<file path="src/rtl/uart_rx_frame.sv">
// 16x-oversampled UART receive deserializer: 8N1 / 8-parity-1 framing, parity,
// framing and line-break detection, one 11-bit word pushed per completed frame.
module uart_rx_frame #(
  parameter int SYNC_STAGES  = 2,
  parameter int SAMPLE_POINT = 7
) (
  input  logic        clk,
  input  logic        wb_rst_i,
  input  logic        enable,
  input  logic        srx_pad_i,
  input  logic        rx_en,
  input  logic        lcr_pen,
  input  logic        lcr_eps,
  output logic [10:0] rf_data_in,
  output logic        rf_push,
  output logic        rx_busy,
  output logic        break_active
);

  typedef enum logic [2:0] {
    S_IDLE,
    S_START,
    S_DATA,
    S_PARITY,
    S_STOP,
    S_PUSH
  } state_e;

  localparam logic [3:0] SAMPLE_TCNT = 4'(SAMPLE_POINT);

  state_e                 state_q, state_d;
  logic [SYNC_STAGES-1:0] sync_q;
  logic                   rx_s;
  logic [3:0]             tcnt_q, tcnt_d;
  logic [2:0]             bcnt_q, bcnt_d;
  logic [7:0]             data_q, data_d;
  logic                   pbit_q, pbit_d;
  logic                   pen_q, pen_d;
  logic                   eps_q, eps_d;
  logic                   fe_q, fe_d;
  logic                   pe_q, pe_d;
  logic                   brk_q, brk_d;
  logic [10:0]            rf_data_q, rf_data_d;
  logic                   rf_push_q, rf_push_d;
  logic                   break_active_q, break_active_d;

  // Synchronizer resets to the idle (high) line level so no false start follows reset.
  always_ff @(posedge clk) begin
    if (wb_rst_i) begin
      sync_q <= '1;
    end else begin
      sync_q <= {sync_q[SYNC_STAGES-2:0], srx_pad_i};
    end
  end

  assign rx_s = sync_q[SYNC_STAGES-1];

  always_ff @(posedge clk) begin
    if (wb_rst_i) begin
      state_q        <= S_IDLE;
      tcnt_q         <= '0;
      bcnt_q         <= '0;
      data_q         <= '0;
      pbit_q         <= 1'b0;
      pen_q          <= 1'b0;
      eps_q          <= 1'b0;
      fe_q           <= 1'b0;
      pe_q           <= 1'b0;
      brk_q          <= 1'b0;
      rf_data_q      <= '0;
      rf_push_q      <= 1'b0;
      break_active_q <= 1'b0;
    end else begin
      state_q        <= state_d;
      tcnt_q         <= tcnt_d;
      bcnt_q         <= bcnt_d;
      data_q         <= data_d;
      pbit_q         <= pbit_d;
      pen_q          <= pen_d;
      eps_q          <= eps_d;
      fe_q           <= fe_d;
      pe_q           <= pe_d;
      brk_q          <= brk_d;
      rf_data_q      <= rf_data_d;
      rf_push_q      <= rf_push_d;
      break_active_q <= break_active_d;
    end
  end

  always_comb begin
    state_d        = state_q;
    tcnt_d         = tcnt_q;
    bcnt_d         = bcnt_q;
    data_d         = data_q;
    pbit_d         = pbit_q;
    pen_d          = pen_q;
    eps_d          = eps_q;
    fe_d           = fe_q;
    pe_d           = pe_q;
    brk_d          = brk_q;
    rf_data_d      = rf_data_q;
    rf_push_d      = 1'b0;
    break_active_d = break_active_q;

    case (state_q)
      S_IDLE: begin
        if (enable) begin
          // After a break the line must return high before a new start is accepted.
          if (break_active_q) begin
            if (rx_s) begin
              break_active_d = 1'b0;
            end
          end else if (rx_en && !rx_s) begin
            tcnt_d  = '0;
            pen_d   = lcr_pen;
            eps_d   = lcr_eps;
            state_d = S_START;
          end
        end
      end

      S_START: begin
        if (enable) begin
          if (tcnt_q == SAMPLE_TCNT) begin
            tcnt_d = '0;
            if (rx_s) begin
              state_d = S_IDLE;
            end else begin
              bcnt_d  = '0;
              pbit_d  = 1'b0;
              state_d = S_DATA;
            end
          end else begin
            tcnt_d = tcnt_q + 4'd1;
          end
        end
      end

      S_DATA: begin
        if (enable) begin
          tcnt_d = tcnt_q + 4'd1;
          if (tcnt_q == 4'd15) begin
            data_d = {rx_s, data_q[7:1]};
            bcnt_d = bcnt_q + 3'd1;
            if (bcnt_q == 3'd7) begin
              state_d = pen_q ? S_PARITY : S_STOP;
            end
          end
        end
      end

      S_PARITY: begin
        if (enable) begin
          tcnt_d = tcnt_q + 4'd1;
          if (tcnt_q == 4'd15) begin
            pbit_d  = rx_s;
            state_d = S_STOP;
          end
        end
      end

      S_STOP: begin
        if (enable) begin
          tcnt_d = tcnt_q + 4'd1;
          if (tcnt_q == 4'd15) begin
            brk_d   = (data_q == 8'h00) && !(pen_q && pbit_q) && !rx_s;
            fe_d    = !rx_s;
            pe_d    = pen_q ? (eps_q ? (^{data_q, pbit_q}) : (~^{data_q, pbit_q})) : 1'b0;
            state_d = S_PUSH;
          end
        end
      end

      S_PUSH: begin
        rf_push_d      = 1'b1;
        rf_data_d      = {data_q, brk_q, pe_q, fe_q};
        break_active_d = brk_q;
        state_d        = S_IDLE;
      end

      default: begin
        state_d = S_IDLE;
      end
    endcase

    // Receiver disable discards any partially assembled frame.
    if (!rx_en && (state_q inside {S_START, S_DATA, S_PARITY, S_STOP})) begin
      state_d = S_IDLE;
      tcnt_d  = '0;
      bcnt_d  = '0;
      data_d  = '0;
      pbit_d  = 1'b0;
    end
  end

  assign rf_data_in   = rf_data_q;
  assign rf_push      = rf_push_q;
  assign rx_busy      = (state_q != S_IDLE);
  assign break_active = break_active_q;

endmodule
</file>
<file path="config.mk">
export PLATFORM = sky130hd
export DESIGN_NAME = uart_rx_frame
export DESIGN_NICKNAME = d
export VERILOG_FILES = /design/src/rtl/uart_rx_frame.sv
export SDC_FILE = /design/constraint.sdc
export NUM_CORES = 1
export LEC_CHECK = 0
export CORE_UTILIZATION = 47
export DETAILED_ROUTE_END_ITERATION = 16
export PLACE_DENSITY = 0.78
export SETUP_SLACK_MARGIN = 0.2
export SYNTH_ARGS = -nofsm -noshare
export SYNTH_HDL_FRONTEND = slang
export SYNTH_SLANG_ARGS = --single-unit
</file>
<file path="constraint.sdc">
create_clock -name clk -period 1.7 [get_ports clk]
set_clock_uncertainty 0.05 [all_clocks]
set_input_delay 0.34 -clock clk [delete_from_list [all_inputs] [get_ports clk]]
set_output_delay 0.34 -clock clk [all_outputs]
set_load 0.05 [all_outputs]
</file>
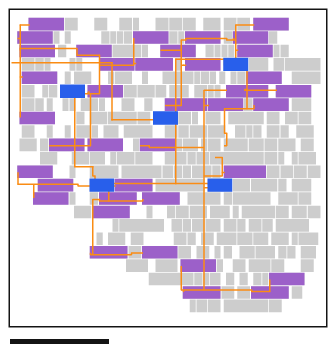
*Routed clock nets over the placement*
The bar under the picture is 20 µm long.
purple -> flip-flops  # count 39
orange -> clock wires  # length 449 µm
blue -> clock-net drivers  # count 5
routed clock nets = 6
flops lie = all over the die

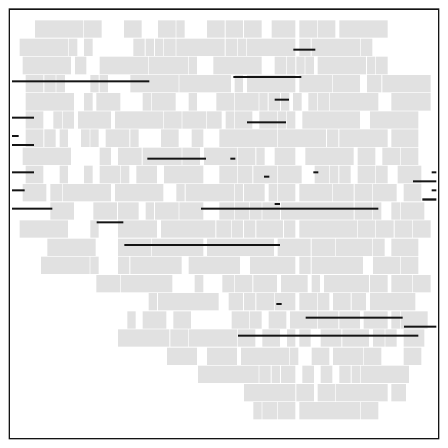
*Met3 routing*
wire length on this layer = 171 µm
share of all routed wire = 3.7%

==> impl_report.txt <==
PHYSICAL IMPLEMENTATION REPORT
----------------------------------------------------
[Clock network]
  Clock tree from TritonCTS ........................ done
  Post-CTS Setup Inserts ........................ 5
  CTS HTree Levels ........................ 2
  CTS-repair resized insts ........................ 29
  Clock Pin Slew Worst Setup and Hold Paths ........................ 80 ps
  Maximum number of buffers from clock root to sink ........................ 2
  CTS Hold Buffers Added ........................ 0
  Root Buffer Master ........................ clkbuf_8

[Power and ir drop]
  Maximum vdd ir drop ........................ about 630 µV
  Cell area power density ........................ roughly 790 nW/µm²
  Leakage power total ........................ just over 1 nW

[Synth]
  Area fraction in and, or, nand and nor cells after synthesis ........................ 24.67%
  Leading cell types by count after synthesis ........................ dfxtp_1, nand2_1, nor2_1
  Total nets after synthesis ........................ ~220
  Post-synthesis instance total ........................ ~210
  FFs w/ async S/R, synth ........................ 0%
  Yosys top cell by area ........................ dfxtp_1
  Aoi/oai-family share of the synthesized area ........................ roughly 14%
  Post-synth cell types ........................ about 44
  Yosys Chip Area ........................ 1810 µm²
  Multiplexer share of the synthesized area ........................ 7.740%
  Dominant flop cell ........................ dfxtp_1
  Yosys stat cell total ........................ 209
  Post-synthesis instance area ........................ about 1800 µm²
  Number of warning messages in the yosys log ........................ 0
  Dominant cell by count in the synthesized netlist ........................ dfxtp_1
  Top-area cell share ........................ between 40% and 50%
  Xor and xnor area share after synthesis ........................ around 5.0%
  Avg Synthesized Cell Area ........................ a little under 9 µm²
  Number of synthesized register bits ........................ 39
  Area fraction in full adders, half adders and majority gates ........................ ~2.1%
  Biggest combinational cell group after synthesis ........................ simple AND/OR/NAND/NOR gates
  Flip-flops with a built-in enable ........................ 0
  Largest cells by area after synthesis ........................ dfxtp_1, mux2i_1, a21oi_1
  Sequential-to-total area share from yosys stat ........................ between 40% and 50%

[Setup path]
  Crit path to ........................ tcnt_q[3]
  Worst setup path startpoint ........................ tcnt_q[0]
  Critical path data required time ........................ about 1800 ps
  Startpoint class of the critical path ........................ register
  Signal arrival time at the worst endpoint ........................ approximately 1900 ps
  Category of the worst setup path capture point ........................ register
  Worst reg2reg path startpoint ........................ tcnt_q[0]
  Worst R2R End ........................ tcnt_q[3]
  Worst setup slack for register-to-register paths ........................ -90 ps
  Crit Path Class ........................ register to register
  R2R cell count ........................ 6
  Max FO, Critical Path ........................ 4

[STA]
  Measured slew at the worst slew-check pin ........................ 590.7 ps
  Final number of max-transition violations ........................ 0
  Headroom to the max-slew limit ........................ about three fifths
  Period utilization ........................ 105.2%
  Final-report hold violation count ........................ 0
  Max frequency ........................ ~0.56 GHz
  Setup total negative slack ........................ -88.96 ps
  Post-layout min period ........................ approximately 1800 ps
  RSZ-0062 raised after global routing ........................ yes
  Worst hold margin ........................ about 370 ps
  Final Setup Violations ........................ 1
  Min setup slack post-route ........................ -88.96 ps

[Die]
  Core region area ........................ between 3000 and 4000 µm²
  Num rows ........................ 22
  Die Footprint ........................ ~4100 µm²
  Chip Width ........................ around 64 µm
  Number of primary I/O pins ........................ 21
  Starting Density ........................ around half
  Die Y-Extent ........................ ~64 µm

[Layout]
  Antenna diode count ........................ 0
  Max FFs per register ........................ 11
  Layout area overhead ........................ 45.54%
  Fraction of layout cells with a size suffix above 1 ........................ just under 40%
  Final cell utilization of the core ........................ 71.44%
  Post-Layout Inst Area ........................ about 2600 µm²
  Number of non-filler instances in the completed layout ........................ about 310
  Final Net Count ........................ around 270
  Fill cell count ........................ about 260

[Global route]
  Global-route met1 utilization ........................ around 30%
  Antenna violations before repair ........................ 0
  Number of global-route vias before repair ........................ ~1,600
  M3 GR Usage ........................ 4.821%
  Most used routing layer in global routing ........................ met2
  First-pass GRT wire length ........................ between 7 and 8 mm
  Maximum number of pins on one net before global-route repair ........................ 21
  Routing usage on met2 ........................ 36.70%
  Residual overflow from global routing ........................ 0

[Worst hold path]
  Hold Path Sink ........................ sync_q[1]
  Hold Crit Depth ........................ 1
  Hold Startpoint ........................ sync_q[0]
  Worst min-delay path class ........................ register to register

[Routing]
  Router iterations before antenna repair ........................ 4
  Remaining antenna violation count ........................ 0
  Met3 WL post-DR ........................ between 150 and 200 µm
  Detailed-route DRC error count ........................ 0
  DR WL met2 ........................ approximately 2.2 mm
  Routed metal-1 wire length ........................ 2.112 mm
  Via density per instance ........................ roughly 5.4
  Iter 0 DRT Violations ........................ 87
  Top metal layer carrying routed signals ........................ met4

[Placement]
  Final RePlAce weighted congestion ........................ between 0.9 and 1
  Quantity of I/O buffers inserted on ports ........................ 20
  Area after detailed placement ........................ approximately 2200 µm²
  Cell count after placement ........................ approximately 290
  DP Wirelength ........................ about 2.8 mm

[Flow run]
  Reported max-cap violation count ........................ 0
  OpenROAD warning count ........................ 29

[Outcome]
  Outcome ........................ finished with violations
  Failing checks ........................ setup timing

----------------------------------------------------
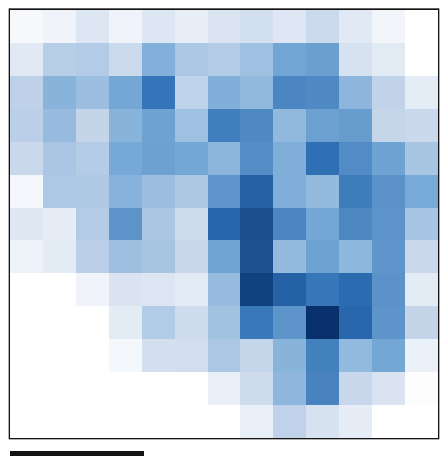
*Wiring heat map*
The bar under the picture is 20 µm long. 13 x 13 tiles, from white (low) to dark blue (high), scaled to the fullest tile. Values are wire area over tile area, all layers added.
emptiest ninth of the die = lower left
nearly empty tiles = 15%
fullest tile = 0.53
tiles over half the peak = 28%
mean over tiles = 0.18
wire length after detailed routing: 4.584 mm
global router's overall resource usage: 22.87%
routed wirelength normalized by instance count: 14.69 µm
routed via count: 1,678

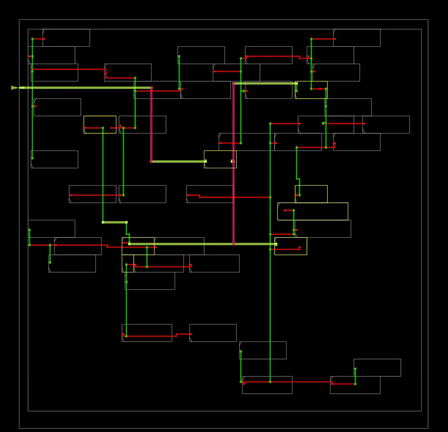
*The clock network*
total CTS buffers: 5
clock buffer count in the final layout: 6
clk ins delay skew pair: 290 ps
Clk power: 0.793 mW
Clock Sinks: 39

[cells in the final DEF, fill, tap and decap left out, types with 3 or more instances in the layout]
| cell | synthesis | layout |
|---|---|---|
| nor2_1 | 24 | 23 |
| buf_4 | 1 | 45 |
| ha_4 | 0 | 3 |
| dfxtp_2 | 0 | 8 |
| xnor2_2 | 1 | 4 |
| nand2b_1 | 3 | 3 |
| clkbuf_8 | 0 | 6 |
| dfxtp_1 | 39 | 28 |
| buf_6 | 0 | 4 |
| clkdlybuf4s50_1 | 0 | 5 |
| a21oi_1 | 23 | 22 |
| nor3_1 | 5 | 4 |
| nand2_1 | 26 | 26 |
| nand3_1 | 8 | 6 |
| dfxtp_4 | 0 | 3 |
| mux2i_1 | 14 | 14 |
| inv_1 | 4 | 3 |
| xnor2_1 | 6 | 3 |
| nor2b_2 | 0 | 3 |
[report_power, final]
part	leakage (nW)	internal [mW]	switching [mW]
logic	0.626	0.176	0.191
clock network	0.0612	0.475	0.319
registers	0.321	0.922	0.0112
[per-stage QoR]
| stage | setup WS [ps] | total power [mW] |
|---|---|---|
| 4_1_cts | 22.45 | 2.062 |
| 3_5_place_dp | -366.3 | 1.217 |
| 3_3_place_gp | -313.2 | 1.215 |
| 5_1_grt | -140.6 | 2.172 |
| 6_report | -88.96 | 2.093 |
| 2_1_floorplan | -55.94 | 1.112 |
[layout make-up]
type                       instances  area (µm²)  area share, %
clock inverter                     2       35.03          1.330
clock buffer                       6       82.58          3.134
timing repair buffer              58       509.2          19.33
tap                               48       60.06          2.279
sequential                        39       802.0          30.44
multi-input combinational        155        1131          42.92
inverter                           4       15.01         0.5698
[worst max-delay path: stages, from the launching register on]
cell and delay, ps:
dfxtp_2 360, ha_4 150, nand3b_1 170, a221oi_1 550, nor2b_1 140, o21ai_1 190, a21oi_1 80
Power figures rest on the tool's default switching activity, not on a simulated workload.
